<file path="src/rtl/alu_mult_ctrl_pkg.sv">
// alu_mult_ctrl_pkg: ALU op encodings, FSM state codes and the default operand width.
package alu_mult_ctrl_pkg;
    localparam int DEFAULT_WIDTH = 32;
    typedef enum logic [3:0] {
        ALUOP_AND = 4'b0000,
        ALUOP_OR  = 4'b0001,
        ALUOP_ADD = 4'b0010,
        ALUOP_SUB = 4'b0110,
        ALUOP_SLT = 4'b0111,
        ALUOP_NOR = 4'b1100
    } alu_op_t;
    typedef enum logic [1:0] {
        ST_IDLE = 2'd0,
        ST_RUN  = 2'd1,
        ST_DONE = 2'd2
    } state_t;
endpackage

</file>
<file path="src/rtl/alu_mult_ctrl_if.sv">
// alu_mult_ctrl_if: request/result handshake plus the borrowed-ALU operand/result bus.
interface alu_mult_ctrl_if #(parameter int WIDTH = 32);
    logic                 start;
    logic [WIDTH-1:0]     mcand;
    logic [WIDTH-1:0]     mplier;
    logic                 ready;
    logic                 done;
    logic [2*WIDTH-1:0]   product;
    logic [WIDTH-1:0]     alu_a;
    logic [WIDTH-1:0]     alu_b;
    logic [3:0]           alu_op;
    logic [WIDTH-1:0]     alu_result;
    logic                 alu_cout;
    modport master (
        output start, mcand, mplier, alu_result, alu_cout,
        input  ready, done, product, alu_a, alu_b, alu_op
    );
    modport slave (
        input  start, mcand, mplier, alu_result, alu_cout,
        output ready, done, product, alu_a, alu_b, alu_op
    );
endinterface

</file>
<file path="src/rtl/alu_mult_ctrl_mult_iter_counter.sv">
// mult_iter_counter: shift-add iteration counter with terminal count at WIDTH-1.
module mult_iter_counter #(
    parameter int WIDTH = 32,
    localparam int CW = $clog2(WIDTH) + 1
) (
    input  logic clk,
    input  logic rst_n,
    input  logic clear,
    input  logic enable,
    output logic tc
);
    logic [CW-1:0] cnt;
    always_ff @(posedge clk or negedge rst_n) begin
        if (!rst_n) cnt <= '0;
        else if (clear) cnt <= '0;
        else if (enable) cnt <= cnt + CW'(1);
    end
    assign tc = (cnt == CW'(WIDTH - 1));
endmodule

</file>
<file path="src/rtl/alu_mult_ctrl.sv">
// alu_mult_ctrl: unsigned shift-add multiplier that performs every addition on an external ALU.
module alu_mult_ctrl
    import alu_mult_ctrl_pkg::*;
#(
    parameter int WIDTH = DEFAULT_WIDTH
) (
    input logic            clk,
    input logic            rst_n,
    alu_mult_ctrl_if.slave bus
);
    state_t               state, state_nxt;
    logic [2*WIDTH-1:0]   p, product;
    logic [WIDTH-1:0]     m;
    logic                 done, ready, accept, tc;
    // ready stays low through the done cycle so a held start is taken one cycle later
    assign ready  = (state == ST_IDLE) && !done;
    assign accept = ready && bus.start;
    always_ff @(posedge clk or negedge rst_n) begin
        if (!rst_n) state <= ST_IDLE;
        else state <= state_nxt;
    end
    always_comb begin
        state_nxt = (state == ST_IDLE && accept) ? ST_RUN :
                    (state == ST_RUN && tc)      ? ST_DONE :
                    (state == ST_DONE)           ? ST_IDLE : state;
    end
    always_comb begin
        bus.ready  = ready;
        bus.alu_op = (state == ST_RUN) ? ALUOP_ADD : ALUOP_AND;
        bus.alu_a  = (state == ST_RUN) ? p[2*WIDTH-1:WIDTH] : '0;
        bus.alu_b  = (state == ST_RUN) ? m : '0;
    end
    always_ff @(posedge clk or negedge rst_n) begin
        if (!rst_n) begin
            p       <= '0;
            m       <= '0;
            product <= '0;
            done    <= 1'b0;
        end else begin
            done <= (state == ST_DONE);
            if (accept) begin
                p <= {{WIDTH{1'b0}}, bus.mplier};
                m <= bus.mcand;
            end else if (state == ST_RUN) begin
                p <= p[0] ? {bus.alu_cout, bus.alu_result, p[WIDTH-1:1]} : {1'b0, p[2*WIDTH-1:1]};
            end
            if (state == ST_DONE) product <= p;
        end
    end
    mult_iter_counter #(.WIDTH(WIDTH)) u_cnt (
        .clk    (clk),
        .rst_n  (rst_n),
        .clear  (state != ST_RUN),
        .enable (state == ST_RUN),
        .tc     (tc)
    );
    assign bus.done    = done;
    assign bus.product = product;
endmodule

</file>
<file path="src/flat_wrapper.sv">
// flat-port wrapper written by rule: the top's interface ports become plain ports
module alu_mult_ctrl_flat import alu_mult_ctrl_pkg::*;
#(
    parameter int WIDTH = DEFAULT_WIDTH
)
  (clk, rst_n, bus_start, bus_mcand, bus_mplier, bus_alu_result, bus_alu_cout, bus_ready, bus_done, bus_product, bus_alu_a, bus_alu_b, bus_alu_op);
  alu_mult_ctrl_if #(.WIDTH(WIDTH)) bus_i ();
  input logic clk;
  input logic rst_n;
  input wire logic [$bits(bus_i.start)-1:0] bus_start;
  input wire logic [$bits(bus_i.mcand)-1:0] bus_mcand;
  input wire logic [$bits(bus_i.mplier)-1:0] bus_mplier;
  input wire logic [$bits(bus_i.alu_result)-1:0] bus_alu_result;
  input wire logic [$bits(bus_i.alu_cout)-1:0] bus_alu_cout;
  output wire logic [$bits(bus_i.ready)-1:0] bus_ready;
  output wire logic [$bits(bus_i.done)-1:0] bus_done;
  output wire logic [$bits(bus_i.product)-1:0] bus_product;
  output wire logic [$bits(bus_i.alu_a)-1:0] bus_alu_a;
  output wire logic [$bits(bus_i.alu_b)-1:0] bus_alu_b;
  output wire logic [$bits(bus_i.alu_op)-1:0] bus_alu_op;
  assign bus_i.start = bus_start;
  assign bus_i.mcand = bus_mcand;
  assign bus_i.mplier = bus_mplier;
  assign bus_i.alu_result = bus_alu_result;
  assign bus_i.alu_cout = bus_alu_cout;
  assign bus_ready = bus_i.ready;
  assign bus_done = bus_i.done;
  assign bus_product = bus_i.product;
  assign bus_alu_a = bus_i.alu_a;
  assign bus_alu_b = bus_i.alu_b;
  assign bus_alu_op = bus_i.alu_op;
  alu_mult_ctrl #(.WIDTH(WIDTH)) u_core (.clk(clk), .rst_n(rst_n), .bus(bus_i));
endmodule
</file>
<file path="config.mk">
export PLATFORM = sky130hd
export DESIGN_NAME = alu_mult_ctrl_flat
export DESIGN_NICKNAME = d
export VERILOG_FILES = /design/src/rtl/alu_mult_ctrl_pkg.sv /design/src/rtl/alu_mult_ctrl_if.sv /design/src/rtl/alu_mult_ctrl_mult_iter_counter.sv /design/src/rtl/alu_mult_ctrl.sv /design/src/flat_wrapper.sv
export SDC_FILE = /design/constraint.sdc
export NUM_CORES = 1
export LEC_CHECK = 0
export CELL_PAD_IN_SITES_DETAIL_PLACEMENT = 0
export CELL_PAD_IN_SITES_GLOBAL_PLACEMENT = 2
export CORE_AREA = 2 2 160 162
export CTS_CLUSTER_SIZE = 12
export DETAILED_ROUTE_END_ITERATION = 7
export DIE_AREA = 0 0 162 164
export PLACE_DENSITY_LB_ADDON = 0.08
export SKIP_CTS_REPAIR_TIMING = 1
export SLEW_MARGIN = 20
export SYNTH_ARGS = -nofsm -noshare
export SYNTH_HDL_FRONTEND = slang
export SYNTH_SLANG_ARGS = --single-unit
</file>
<file path="constraint.sdc">
create_clock -name clk -period 2.2 [get_ports clk]
set_input_delay 0.66 -clock clk [delete_from_list [all_inputs] [get_ports clk]]
set_output_delay 0.66 -clock clk [all_outputs]
set_load 0.05 [all_outputs]
</file>
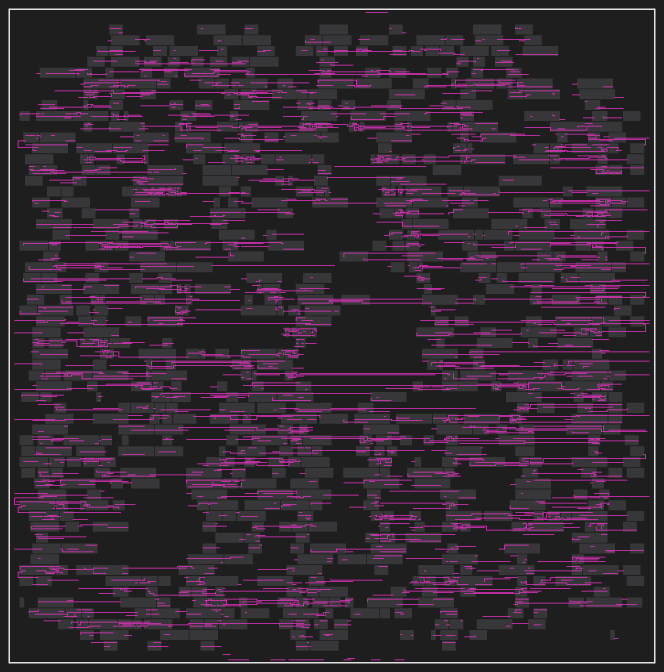
Figure 1: run 1, metal 1.
The layer holds 43% of the routed length. 770 nets have wire on it.

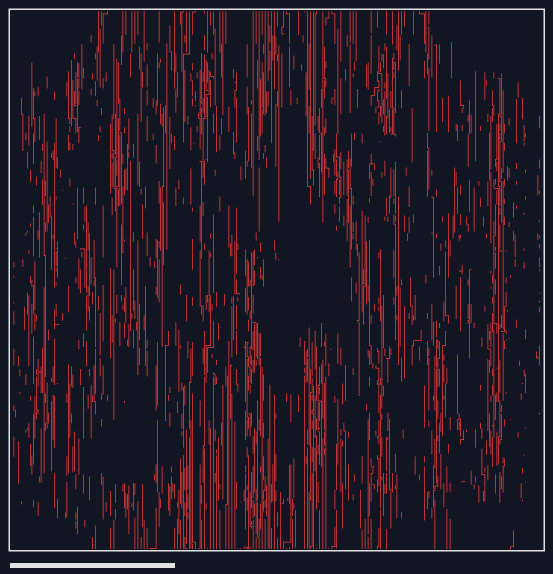
Figure 2: run 1, met2 routing.
The bar under the picture is 50 µm long.
803 nets have wire on it. The longest straight run is 64.8 µm.

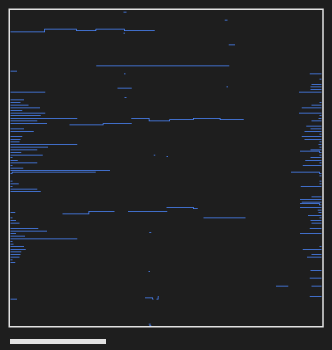
Figure 3: run 1, metal 3.
The bar under the picture is 50 µm long.
The layer carries 1220 µm of wire. The layer holds 5.6% of the routed length. 119 nets have wire on it.

==> run 1: cell families after synthesis <==
kind of cell               Yosys count  synth area share [%]
and+or+nand+nor                    117                  8.55
xor gates and xnor gates             3                 0.359
adders and majority gates            1                 0.171
other                                1                0.0513
DFF                                169                  57.8
buffers and inverters               50                  3.93
AOI/OAI and AO/OA                  100                  10.1
muxes                              127                  19.0
==> run 1: routing by layer <==
metal / vias to the layer above / global-route usage [%] / part of all wire (%)
met5: - / 0 / 0
met4: 0 / 4.26 / 1.4
met3: 21 / 4.92 / 5.6
met2: 142 / 26.4 / 50
met1: 2682 / 19.8 / 43
li1: 2475 / - / -
==> run 1: state kept, by name, summed over array words and instances, names as in the netlist <==
signal,flops
u_core.bus.product,64
u_core.p,64
u_core.m,32
u_core.u_cnt.cnt,6
u_core.state,2
u_core.bus.done,1
==> results.json, run 1 <==
{
  "rrSetupSlack_ns": 0.38,
  "cp_num_buf_inv": 3,
  "largest_cell_class": "flip-flops and latches",
  "fin_ws_ns": -0.0556,
  "cp_cell_sequence": "nand2b_4, clkinv_8, buf_12, and2_1, buf_12",
  "die_area_um2": 26600,
  "ys_ff": 169,
  "clk_pin_slew_ns": 0.07,
  "comb_area_um2": 2980,
  "r2r_start": "u_core.state[1]$_DFFE_PN0P_",
  "nWellTaps": 330,
  "tns_ns": -1.63,
  "placed_cells": 1102,
  "grt_max_degree": 70,
  "setup_viol": 58,
  "inv_count": 3,
  "ys_seq_share_pct": 57.8,
  "r2r_cells": 7,
  "synth-edff-count": 0,
  "synthesis.area_per_instance_um2": 12.9,
  "path_max_fanout": 7,
  "clock_path_buffers": 2,
  "drt_iter0_drc": 207,
  "gp_congestion": 0.720,
  "netlist.top_cell.by_area": "dfrtp_1",
  "synth_cell_types": 31,
  "violations": "negative setup slack",
  "cp-start-kind": "flip-flop",
  "postLayoutCoreUtil_pct": 47.3,
  "flop_cell": "dfrtp_1",
  "grt_pass1_wl_mm": 32.3,
  "final.setup_skew_ns": 0.0111,
  "outcome": "finished, violations left",
  "critPathMaxStageDelay_ns": 0.43,
  "core_area_um2": 24800,
  "ys_top_cells_by_count": "dfrtp_1 (169), mux2_2 (96), and2_1 (65)",
  "dpl_cell_area_um2": 10700,
  "async_flop_share_pct": 100,
  "antenna_left": 0,
  "hold_class": "in -> async",
  "top_cell_area_share_pct": 57.8,
  "die_w_um": 162,
  "crit_cells": 5,
  "yosys_cells": 568,
  "lay_top_cells": "dfrtp_1 (167), clkdlybuf4s50_1 (98), mux2_2 (96), buf_12 (77), and2_4 (55)",
  "wl_per_cell_um": 19.0,
  "rows": 58,
  "worst_ep_required_time_ns": 1.54,
  "fp_util_pct": 29.5,
  "cp.arrival_ns": 1.60,
  "final_layout_top_logic_cell": "dfrtp_1",
  "seq_cells": 169,
  "final_max_slew_viol_count": 0,
  "cts_tree": "built"
}
Figure 4. Clock routing (run 1).
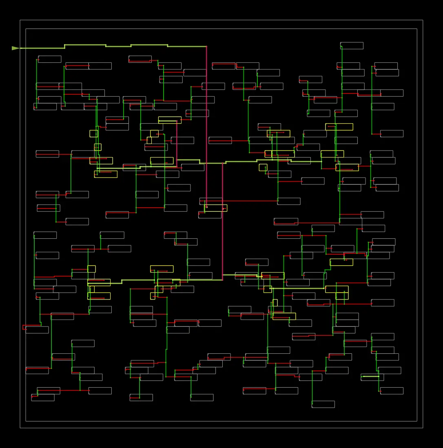

--- run 2 (diff from run 1) ---
--- a/config.mk
+++ b/config.mk
@@ -12,7 +12,6 @@
 export DETAILED_ROUTE_END_ITERATION = 7
 export DIE_AREA = 0 0 162 164
 export PLACE_DENSITY_LB_ADDON = 0.08
-export SKIP_CTS_REPAIR_TIMING = 1
 export SLEW_MARGIN = 20
 export SYNTH_ARGS = -nofsm -noshare
 export SYNTH_HDL_FRONTEND = slang
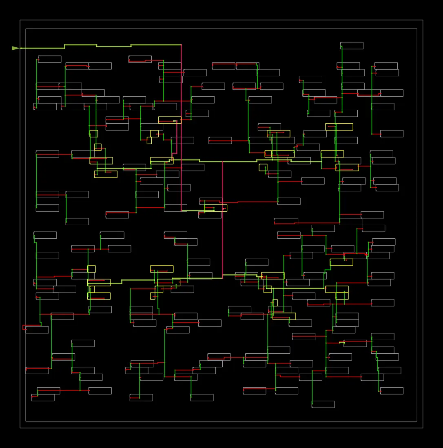
Figure 5: run 2, clock routing.
worst skew pair latency: 0.42 ns
clock sinks: 169
CLK BUF: 18
Flops: 169

==> results.json, run 2 <==
{
  "outcome": "finished, violations left",
  "drc": 0,
  "highest_layer": "met4",
  "compound_area_share_pct": 10.1,
  "tns_ns": -5.33,
  "path_max_fanout": 4,
  "drt_iter0_drc": 186,
  "ys_sh_mux_pct": 19.0,
  "ys_sh_xor_pct": 0.359,
  "violations": "negative setup slack",
  "rows": 58,
  "final_max_slew_viol_count": 0,
  "top_logic_kind": "multiplexers",
  "flop_cell": "dfrtp_1",
  "fin_ws_ns": -0.134,
  "simple_gate_area_share_pct": 8.55,
  "wl_per_cell_um": 19.0,
  "largestRegisters": "u_core.bus.product (64), u_core.p (64), u_core.m (32)",
  "cts_tree": "built",
  "antenna_left": 0,
  "gp_congestion": 0.720,
  "final.setup_skew_ns": 0.0123,
  "r2r_cells": 10,
  "grt_max_degree": 70,
  "die_w_um": 162,
  "ys_top_cells_by_count": "dfrtp_1 (169), mux2_2 (96), and2_1 (65)",
  "yosys_cells": 568,
  "ys_seq_share_pct": 57.8,
  "use_met3_pct": 5.25,
  "use_met1_pct": 20.1,
  "die_area_um2": 26600,
  "clk_pin_slew_ns": 0.07,
  "fp_util_pct": 29.5,
  "async_flop_share_pct": 100,
  "synth-edff-count": 0,
  "synthesis.area_per_instance_um2": 12.9,
  "grt.busiest_layer": "met2",
  "hold_class": "in -> async",
  "netlist.top_cell.by_area": "dfrtp_1",
  "drt_pre_antenna_iters": 4,
  "grt_use_met2_pct": 28.1,
  "wl_met2_mm": 11.1,
  "setup_viol": 65,
  "lay_top_cells": "dfrtp_1 (167), clkdlybuf4s50_1 (98), mux2_2 (96), buf_12 (77), and2_4 (64)",
  "cp.arrival_ns": 1.67,
  "placed_cells": 1102,
  "wl_met3_mm": 1.32,
  "grt_util_all_layers_pct": 16.5,
  "final_layout_top_logic_cell": "dfrtp_1",
  "rrSetupSlack_ns": 0.17,
  "core_area_um2": 24800,
  "r2r_start": "u_core.state[1]$_DFFE_PN0P_",
  "grt_pass1_wl_mm": 33.4,
  "clock_path_buffers": 2,
  "synth_cell_types": 31,
  "wl_met1_mm": 9.20,
  "cp-start-kind": "flip-flop",
  "dpl_cell_area_um2": 10700,
  "worst_slew_pin_slew_ns": 0.680,
  "top_cell_area_share_pct": 57.8,
  "postLayoutCoreUtil_pct": 47.1
}
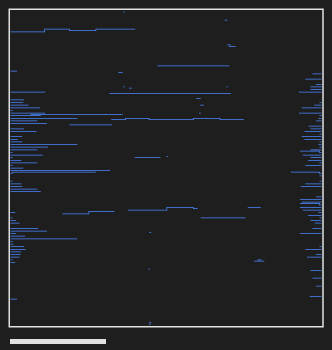
Figure 6: run 2, metal 3.
The bar under the picture is 50 µm long.
The wires run mostly horizontal. The longest straight run is 62.8 µm. The layer carries 1320 µm of wire. 121 nets have wire on it. The layer holds 6.0% of the routed length.

==> run 2: cell counts after synthesis <==
No cell type changed its count.
==> run 2: worst max-delay path, stage by stage (launching register included) <==
cell and delay, ns:
dfrtp_2 0.43, nand2b_4 0.09, inv_6 0.05, buf_16 0.14, buf_12 0.13, buf_16 0.12
and2_4 0.16, buf_12 0.14
==> run 2: cell type report <==
| cell class | instances | area (µm²) |
|---|---|---|
| Clock buffer | 18 | 439 |
| Clock inverter | 13 | 118 |
| Sequential cell | 169 | 4230 |
| Inverter | 2 | 12.5 |
| Tap cell | 330 | 413 |
| Timing Repair Buffer | 270 | 3480 |
| Fill cell | 2292 | 13100 |
| Multi-Input combinational cell | 351 | 2990 |
Figure 7. Metal 1 (run 2).
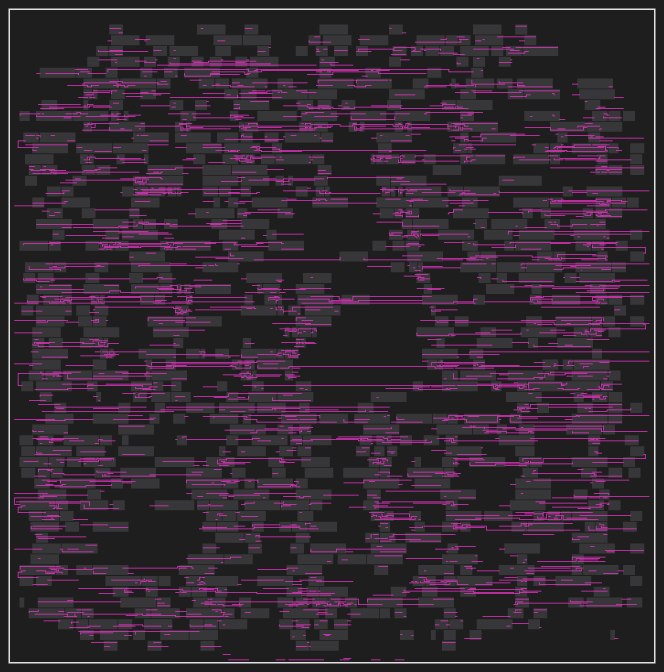

--- run 3 (diff from run 2) ---
--- a/config.mk
+++ b/config.mk
@@ -7,12 +7,13 @@
 export LEC_CHECK = 0
 export CELL_PAD_IN_SITES_DETAIL_PLACEMENT = 0
 export CELL_PAD_IN_SITES_GLOBAL_PLACEMENT = 2
-export CORE_AREA = 2 2 160 162
+export CORE_AREA = 4 4 162 164
 export CTS_CLUSTER_SIZE = 12
 export DETAILED_ROUTE_END_ITERATION = 7
-export DIE_AREA = 0 0 162 164
+export DIE_AREA = 0 0 166 168
+export HOLD_SLACK_MARGIN = 0.12
 export PLACE_DENSITY_LB_ADDON = 0.08
-export SLEW_MARGIN = 20
+export SLEW_MARGIN = 25
 export SYNTH_ARGS = -nofsm -noshare
 export SYNTH_HDL_FRONTEND = slang
 export SYNTH_SLANG_ARGS = --single-unit
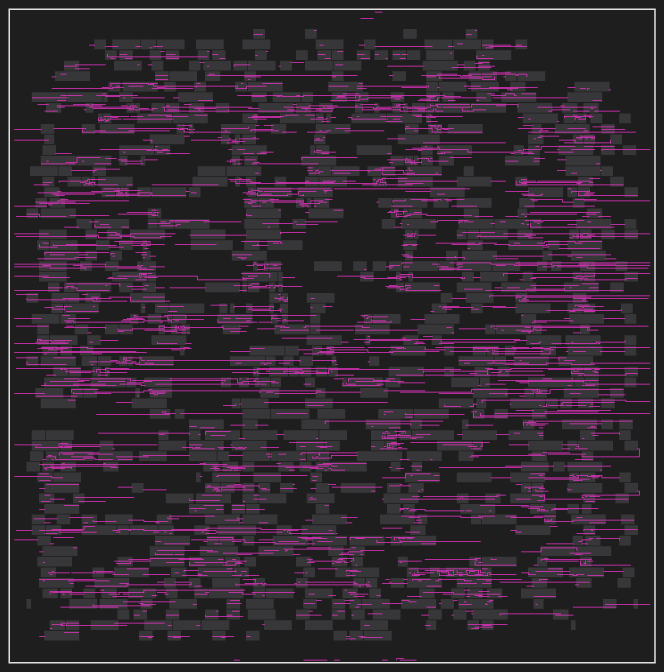
Figure 8: run 3, metal 1.
779 nets have wire on it. The wires run mostly horizontal.
total number of vias: 5279
total wire length: 21.5 mm

==> results.json, run 3 <==
{
  "top_cell_area_share_pct": 57.8,
  "tns_ns": -1.01,
  "netlist.top_cell.by_area": "dfrtp_1",
  "postLayoutCoreUtil_pct": 47.1,
  "synthesis.area_per_instance_um2": 12.9,
  "cts.sinks": 169,
  "fin_ws_ns": -0.0304,
  "ys_top_cells_by_count": "dfrtp_1 (169), mux2_2 (96), and2_1 (65)",
  "use_met3_pct": 4.16,
  "clock_latency_ns": 0.42,
  "ys_seq_share_pct": 57.8,
  "async_flop_share_pct": 100,
  "outcome": "finished, violations left",
  "wl_met3_mm": 1.02,
  "cp-start-kind": "flip-flop",
  "gp_congestion": 0.736,
  "grt_use_met2_pct": 26.9,
  "top_logic_kind": "multiplexers",
  "synth_cell_types": 31,
  "worst_slew_pin_slew_ns": 0.665,
  "simple_gate_area_share_pct": 8.55,
  "grt.busiest_layer": "met2",
  "r2r_start": "u_core.state[0]$_DFFE_PN0P_",
  "grt_max_degree": 70,
  "antenna_left": 0,
  "die_area_um2": 27900,
  "use_met1_pct": 19.6,
  "crit_cells": 6,
  "drc": 0,
  "fp_util_pct": 29.4,
  "critPathMaxStageDelay_ns": 0.37,
  "core_area_um2": 24900,
  "hold_class": "reg -> reg",
  "wl_met1_mm": 9.33,
  "grt_util_all_layers_pct": 15.7,
  "violations": "negative setup slack",
  "crit_top_cell": "buf_12",
  "placed_cells": 1102,
  "r2r_cells": 6,
  "cp.arrival_ns": 1.57,
  "ys_sh_mux_pct": 19.0,
  "setup_viol": 54,
  "path_max_fanout": 7,
  "compound_area_share_pct": 10.1,
  "die_w_um": 166,
  "clk_pin_slew_ns": 0.06,
  "synth-edff-count": 0,
  "drt_iter0_drc": 209,
  "rows": 58,
  "wl_per_cell_um": 18.7
}
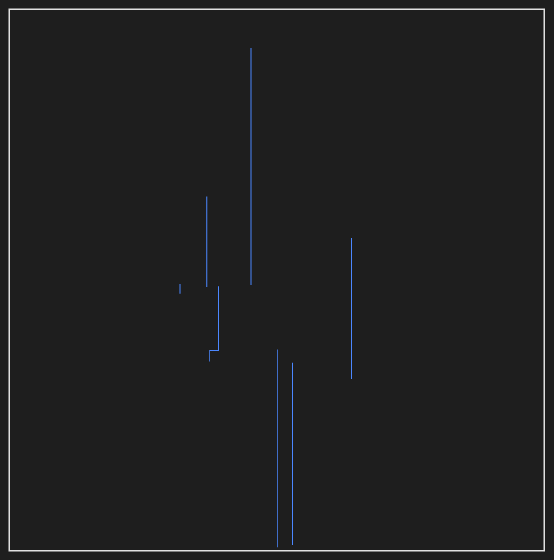
Figure 9: run 3, the metal 4 layer.
The longest straight run is 73.4 µm. 5 nets have wire on it.

## run 3: cell counts after synthesis
Identical to the previous run, type by type.
## run 3: area by class of cell
cell class | instances | area (µm²)
clock buffer | 18 | 429
clock inverter | 12 | 168
fill | 2278 | 13200
inverter | 2 | 12.5
multi-input combinational | 351 | 3000
sequential | 169 | 4230
tap | 330 | 413
timing repair buffer | 268 | 3470
## run 3: repair_timing
action / CTS / global route
gates resized: 124 / 1
hold buffers: 1 / 0
setup buffers: 12 / 1
cloned: 8 / 0
endpoints found under the setup margin: 113 / 66
hold endpoints to repair: 17 / 0
pin swaps: 20 / 2
## run 3: kinds of logic after synthesis
group / count (synthesis)
flops: 169
mux: 127
simple gates: 117
compound gates: 100
buf+inv: 50
xor+xnor: 3
fa+ha+maj: 1
other cells: 1
